$ cat src/rtl/mem_access_unit.sv
// mem_access_unit
// Load/store front end for a word-addressed data memory. A byte-address
// request from the core is checked for alignment, reserved size and range.
// The unit then drives the memory word address, the byte-lane selects, the
// lane-replicated store data and a read or write strobe. For loads, it
// extracts the addressed lanes and sign- or zero-extends them to 32 bits.
// Only one access is in flight at a time.
//
// Ports
//   clk           rising-edge clock
//   clr_n         asynchronous active-low reset
//   req           access request, sampled only while ready=1
//   we            1 = store, 0 = load
//   op            [1:0] size (00 byte, 01 half, 10 word, 11 reserved); [2] unsigned load
//   addr          byte address
//   wdata         right-justified store data
//   ready         unit idle; a request is accepted in this cycle
//   done          one-cycle completion pulse
//   addr_err      error flag, valid with done
//   rdata         load result, valid with done, held until the next load completes
//   mem_addr      memory word address (addr[MEM_ADDR_BITS+1:2])
//   mem_sel       byte-lane enables, lane 0 = byte offset 0
//   mem_data_in   store data replicated across lanes
//   mem_str       memory write strobe
//   mem_ld        memory read strobe
//   mem_data_out  lane-masked memory read data, valid the cycle after the mem_ld edge
module mem_access_unit #(
   parameter int MEM_ADDR_BITS = 10,
   parameter bit RANGE_CHECK   = 1'b1
) (
   input  logic                     clk,
   input  logic                     clr_n,
   input  logic                     req,
   input  logic                     we,
   input  logic [2:0]               op,
   input  logic [31:0]              addr,
   input  logic [31:0]              wdata,
   output logic                     ready,
   output logic                     done,
   output logic                     addr_err,
   output logic [31:0]              rdata,
   output logic [MEM_ADDR_BITS-1:0] mem_addr,
   output logic [3:0]               mem_sel,
   output logic [31:0]              mem_data_in,
   output logic                     mem_str,
   output logic                     mem_ld,
   input  logic [31:0]              mem_data_out
);

   typedef enum logic [1:0] {IDLE, ACCESS, RESP} state_t;

   state_t                   state_q, state_d;
   logic                     we_q;
   logic [2:0]               op_q;
   logic [1:0]               off_q;
   logic                     err_q;
   logic [31:0]              rdata_q;
   logic [MEM_ADDR_BITS-1:0] memAddr_q;
   logic [3:0]               memSel_q;
   logic [31:0]              memData_q;

   logic                     accept;
   logic                     reqErr;
   logic                     rangeErr;
   logic [3:0]               reqSel;
   logic [31:0]              reqData;
   logic [31:0]              shifted;
   logic [31:0]              loadVal;
   logic                     loadResp;

   assign accept   = (state_q == IDLE) && req;
   assign loadResp = (state_q == RESP) && !we_q && !err_q;

   // Decode the incoming request. A shift is used for the range test so the
   // logic stays valid for any memory depth.
   always_comb begin
      rangeErr = 1'b0;
      if (RANGE_CHECK) begin
         rangeErr = (addr >> (MEM_ADDR_BITS + 2)) != 32'd0;
      end
      reqErr  = rangeErr;
      reqSel  = 4'b0000;
      reqData = wdata;
      unique case (op[1:0])
         2'b00: begin
            reqSel  = 4'b0001 << addr[1:0];
            reqData = {4{wdata[7:0]}};
         end
         2'b01: begin
            reqSel  = addr[1] ? 4'b1100 : 4'b0011;
            reqData = {2{wdata[15:0]}};
            if (addr[0]) reqErr = 1'b1;
         end
         2'b10: begin
            reqSel = 4'b1111;
            if (addr[1:0] != 2'b00) reqErr = 1'b1;
         end
         default: reqErr = 1'b1;
      endcase
   end

   // Sequence one access. Errors skip ACCESS, so the memory never sees a strobe for them.
   always_comb begin
      state_d = state_q;
      unique case (state_q)
         IDLE:    if (req) state_d = reqErr ? RESP : ACCESS;
         ACCESS:  state_d = RESP;
         RESP:    state_d = IDLE;
         default: state_d = IDLE;
      endcase
   end

   // Align the returned lanes to bit 0, then extend them to 32 bits.
   // op[2] selects zero-extension. A word load ignores op[2].
   always_comb begin
      shifted = mem_data_out >> {off_q, 3'b000};
      unique case (op_q[1:0])
         2'b00:   loadVal = {{24{~op_q[2] & shifted[7]}}, shifted[7:0]};
         2'b01:   loadVal = {{16{~op_q[2] & shifted[15]}}, shifted[15:0]};
         default: loadVal = shifted;
      endcase
   end

   // Hold the state and the request. The memory-facing registers load only on
   // an accepted request without an error, so a rejected access leaves them unchanged.
   always_ff @(posedge clk or negedge clr_n) begin
      if (!clr_n) begin
         state_q   <= IDLE;
         we_q      <= 1'b0;
         op_q      <= 3'b000;
         off_q     <= 2'b00;
         err_q     <= 1'b0;
         rdata_q   <= 32'd0;
         memAddr_q <= '0;
         memSel_q  <= 4'b0000;
         memData_q <= 32'd0;
      end else begin
         state_q <= state_d;
         if (accept) begin
            we_q  <= we;
            op_q  <= op;
            off_q <= addr[1:0];
            err_q <= reqErr;
            if (!reqErr) begin
               memAddr_q <= addr[MEM_ADDR_BITS+1:2];
               memSel_q  <= reqSel;
               memData_q <= reqData;
            end
         end
         if (loadResp) rdata_q <= loadVal;
      end
   end

   assign ready       = (state_q == IDLE);
   assign done        = (state_q == RESP);
   assign addr_err    = done && err_q;
   assign rdata       = loadResp ? loadVal : rdata_q;
   assign mem_addr    = memAddr_q;
   assign mem_sel     = memSel_q;
   assign mem_data_in = memData_q;
   assign mem_str     = (state_q == ACCESS) && we_q;
   assign mem_ld      = (state_q == ACCESS) && !we_q;

endmodule

$ cat config.mk
export PLATFORM = sky130hd
export DESIGN_NAME = mem_access_unit
export DESIGN_NICKNAME = d
export VERILOG_FILES = /design/src/rtl/mem_access_unit.sv
export SDC_FILE = /design/constraint.sdc
export NUM_CORES = 1
export LEC_CHECK = 0
export CAP_MARGIN = 20
export CORE_AREA = 5 5 103 105
export CTS_CLUSTER_SIZE = 8
export DETAILED_ROUTE_END_ITERATION = 6
export DIE_AREA = 0 0 108 110
export GPL_ROUTABILITY_DRIVEN = 0
export HOLD_SLACK_MARGIN = 0.08
export PLACE_DENSITY = 0.85
export SLEW_MARGIN = 20
export SYNTH_ARGS = -nofsm -noshare
export SYNTH_HDL_FRONTEND = slang
export SYNTH_SLANG_ARGS = --single-unit
$ cat constraint.sdc
create_clock -name clk -period 3.45 [get_ports clk]
set_input_delay 0.69 -clock clk [delete_from_list [all_inputs] [get_ports clk]]
set_output_delay 0.69 -clock clk [all_outputs]
set_load 0.005 [all_outputs]
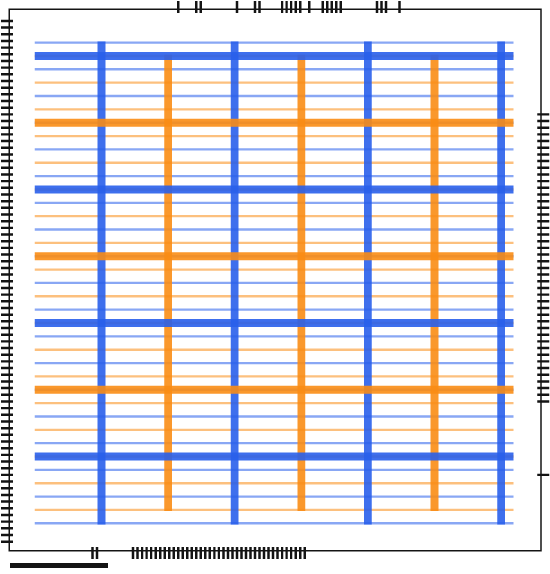
pdn.png
Bar = 20 microns. Pins as bars on the die edge.
[VDD] orange
[VSS] blue
signal pins: 186
rows: 36
met4 straps: 7
met5 straps: 7
area of the core: 0.00955 sq mm
Die X: 108 microns
chip height: 110 microns
Peak VDD IR: 424 uV

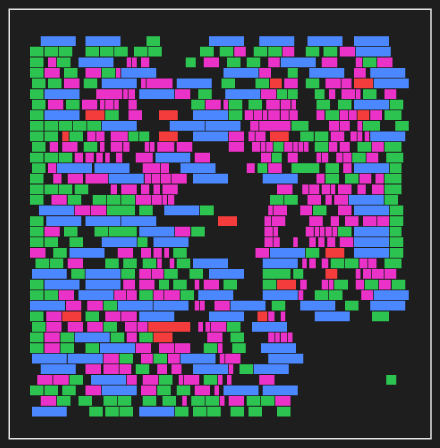
cell_classes.png
[clock drivers and dummy loads] red | cells: 16
[all other logic] magenta | cells: 264
[flops] blue | cells: 87
[other buffers and delay cells] green | cells: 202
fin area: 0.00664 sq mm
Final Core Density: 0.695
row count: 36

==> reports/metrics.yaml <==
finish:
  regArea_sq_mm: 0.00218
  fill_cells: 690
  finalNetCount: 671
  layout-drive-gt1-share: 0.153
  stdcell_count: 702
  n_antenna_cell: 0
timing:
  hold_ws_ps: 290
  timing.fmax_mhz: 295
  finalCritPeriodShare: 0.982
  rsz0062_at_grt: "false"
  drv_slew: 0
  tightest_slew_ps: 518
  finalCriticalPeriod_ps: 3390
  hold_viol: 0
  setup_violations: 0
yosys:
  ys_seq_frac: 0.503
  yosys_warnings: 0
  synthDistinctLibCells: 37
  synthArstFlopShare: 1.00
  ys_chip_area_sq_mm: 0.00432
  ff_type: "dfrtp_1"
  edf_count: 0
  top_cell_area_share: 0.503
  yosys_cells: 374
  syn_nets: 481
  most_common_cell: "dfrtp_1"
  syn_inst: 374
  yosys-top-cells-count: "dfrtp_1 (87), mux2_2 (47), nor2_1 (32), mux2_1 (20), nand2_1 (18)"
setup_path:
  worstPathRequired_ps: 2760
  crit_buf_inv: 3
  max_stage_delay_ps: 500
  endpoint_kind: "output port"
  crit_family: "buffers and inverters"
  critPathArrivalTime_ps: 2700
  worst-path-stages: 7
  cp_common_cell: "clkdlybuf4s50_1"
  ff2ff_setup_slack_ps: 1290
  path_cells: "clkdlybuf4s50_1 > mux4_2 > nand3b_1 > o211ai_1 > buf_4 > o22a_1 > clkdlybuf4s50_1"
  crit_end: "rdata[20]"
  startpoint: "mem_data_out[31]"
  critPathLaunchType: "primary input"
job:
  warnings: 29
  maxCapViolCount: 0
placed_design:
  port_buffers: 185
  placed_area_sq_mm: 0.00640
  dp_hpwl_microns: 10800
clock_tree:
  cts.clk_slew.worst_paths_ps: 90
  cts_tree: "yes"
  cts_made_buffers: 9
  htree_levels: 3
  cts_buffer_depth: 2
  hold_buffers: 0
route:
  drc: 0
  drtPass1Iterations: 4
  drtAntennaViolNets: 0
  first_iter_violations: 159
  num_vias: 3699
  wirelength_microns: 13900
  wl_per_cell_microns: 19.7
hold_path:
  min_path_type: "in -> async"
power_and_ir_drop:
  power_density_mw_per_mm2: 648
  leakagePower_nw: 2.84
floorplanning:
  chipArea_sq_mm: 0.0119
  floorplan.core_util: 0.453
  pin_count: 186
outcome:
  outcome: "finished clean"
global_route:
  track_usage: 0.237
  antenna_found_initial: 0
  grt_pass1_wl_microns: 21200
  grt_pass1_vias: 4035
  gr-total-overflow: 0
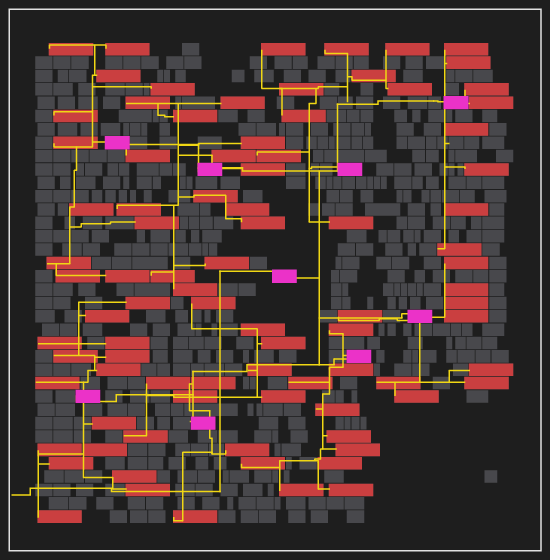
clock_map.png
[flip-flops] red | count: 87
[cells driving clock nets] magenta | count: 9
[clock wires] yellow | length: 1170 microns
routed clock nets: 10
Clock Power: 0.755 mW
Clock power frac: 0.176
clock skew: 13.9 ps
Clock Latency Late Sink: 380 ps

## kinds of logic (layout without fill, tap and decap cells)
group,count (synthesis),after routing,synth area share
simple gates,99,99,0.119
flops,87,87,0.503
buf+inv,28,223,0.0321
compound gates,72,72,0.117
fa+ha+maj,4,4,0.0116
mux,84,84,0.217
## where the power goes
group | leakage [nW] | internal [mW] | switching (mW)
clock network | 0.103 | 0.358 | 0.397
logic | 1.70 | 1.21 | 0.713
registers | 1.03 | 1.43 | 0.188
total | 2.84 | 3.00 | 1.30
## layout make-up
cell class                 instances  share of cell area
multi-input combinational        259               0.305
sequential                        87               0.328
inverter                           5             0.00283
timing repair buffer             202               0.308
tap                              133              0.0251
clock buffer                      10              0.0207
clock inverter                     6              0.0104
## stage by stage
step,setup slack [ps],total power [mW]
after detailed placement,-8.75,3.59
after global placement,66.1,3.53
final,60.6,4.30
after floorplan,899,2.35
after global routing,0.588,4.55
after CTS,1.37,4.36
## what timing repair did
item,in CTS,in global routing
endpoints found under the hold margin,0,0
gates resized,2,10
setup endpoints to repair,3,24
pin swaps,1,0
buffers inserted,0,2
## routing by layer
layer	global-route usage	share of wire
met5	0	0
met3	0.107	0.11
met4	0.0748	0.020
met2	0.406	0.48
met1	0.265	0.39
## cell usage in the layout, fill, tap and decap left out, types with 9 or more instances in the layout
cell type        synthesis  layout
o22a_1                  16      16
buf_4                    2      14
mux2_1                  20      20
mux2i_1                 16      16
and2_1                  17      17
dfrtp_1                 87      87
clkdlybuf4s50_1          0     173
a21oi_1                 17      16
dlymetal6s2s_1           0       9
nor2_1                  32      32
mux2_2                  47      47
o21ai_0                 10      10
nor2b_1                 10      10
nand2_1                 18      18
clkbuf_8                 0      10
No activity file was given, so power comes from the tool's default toggle rates.
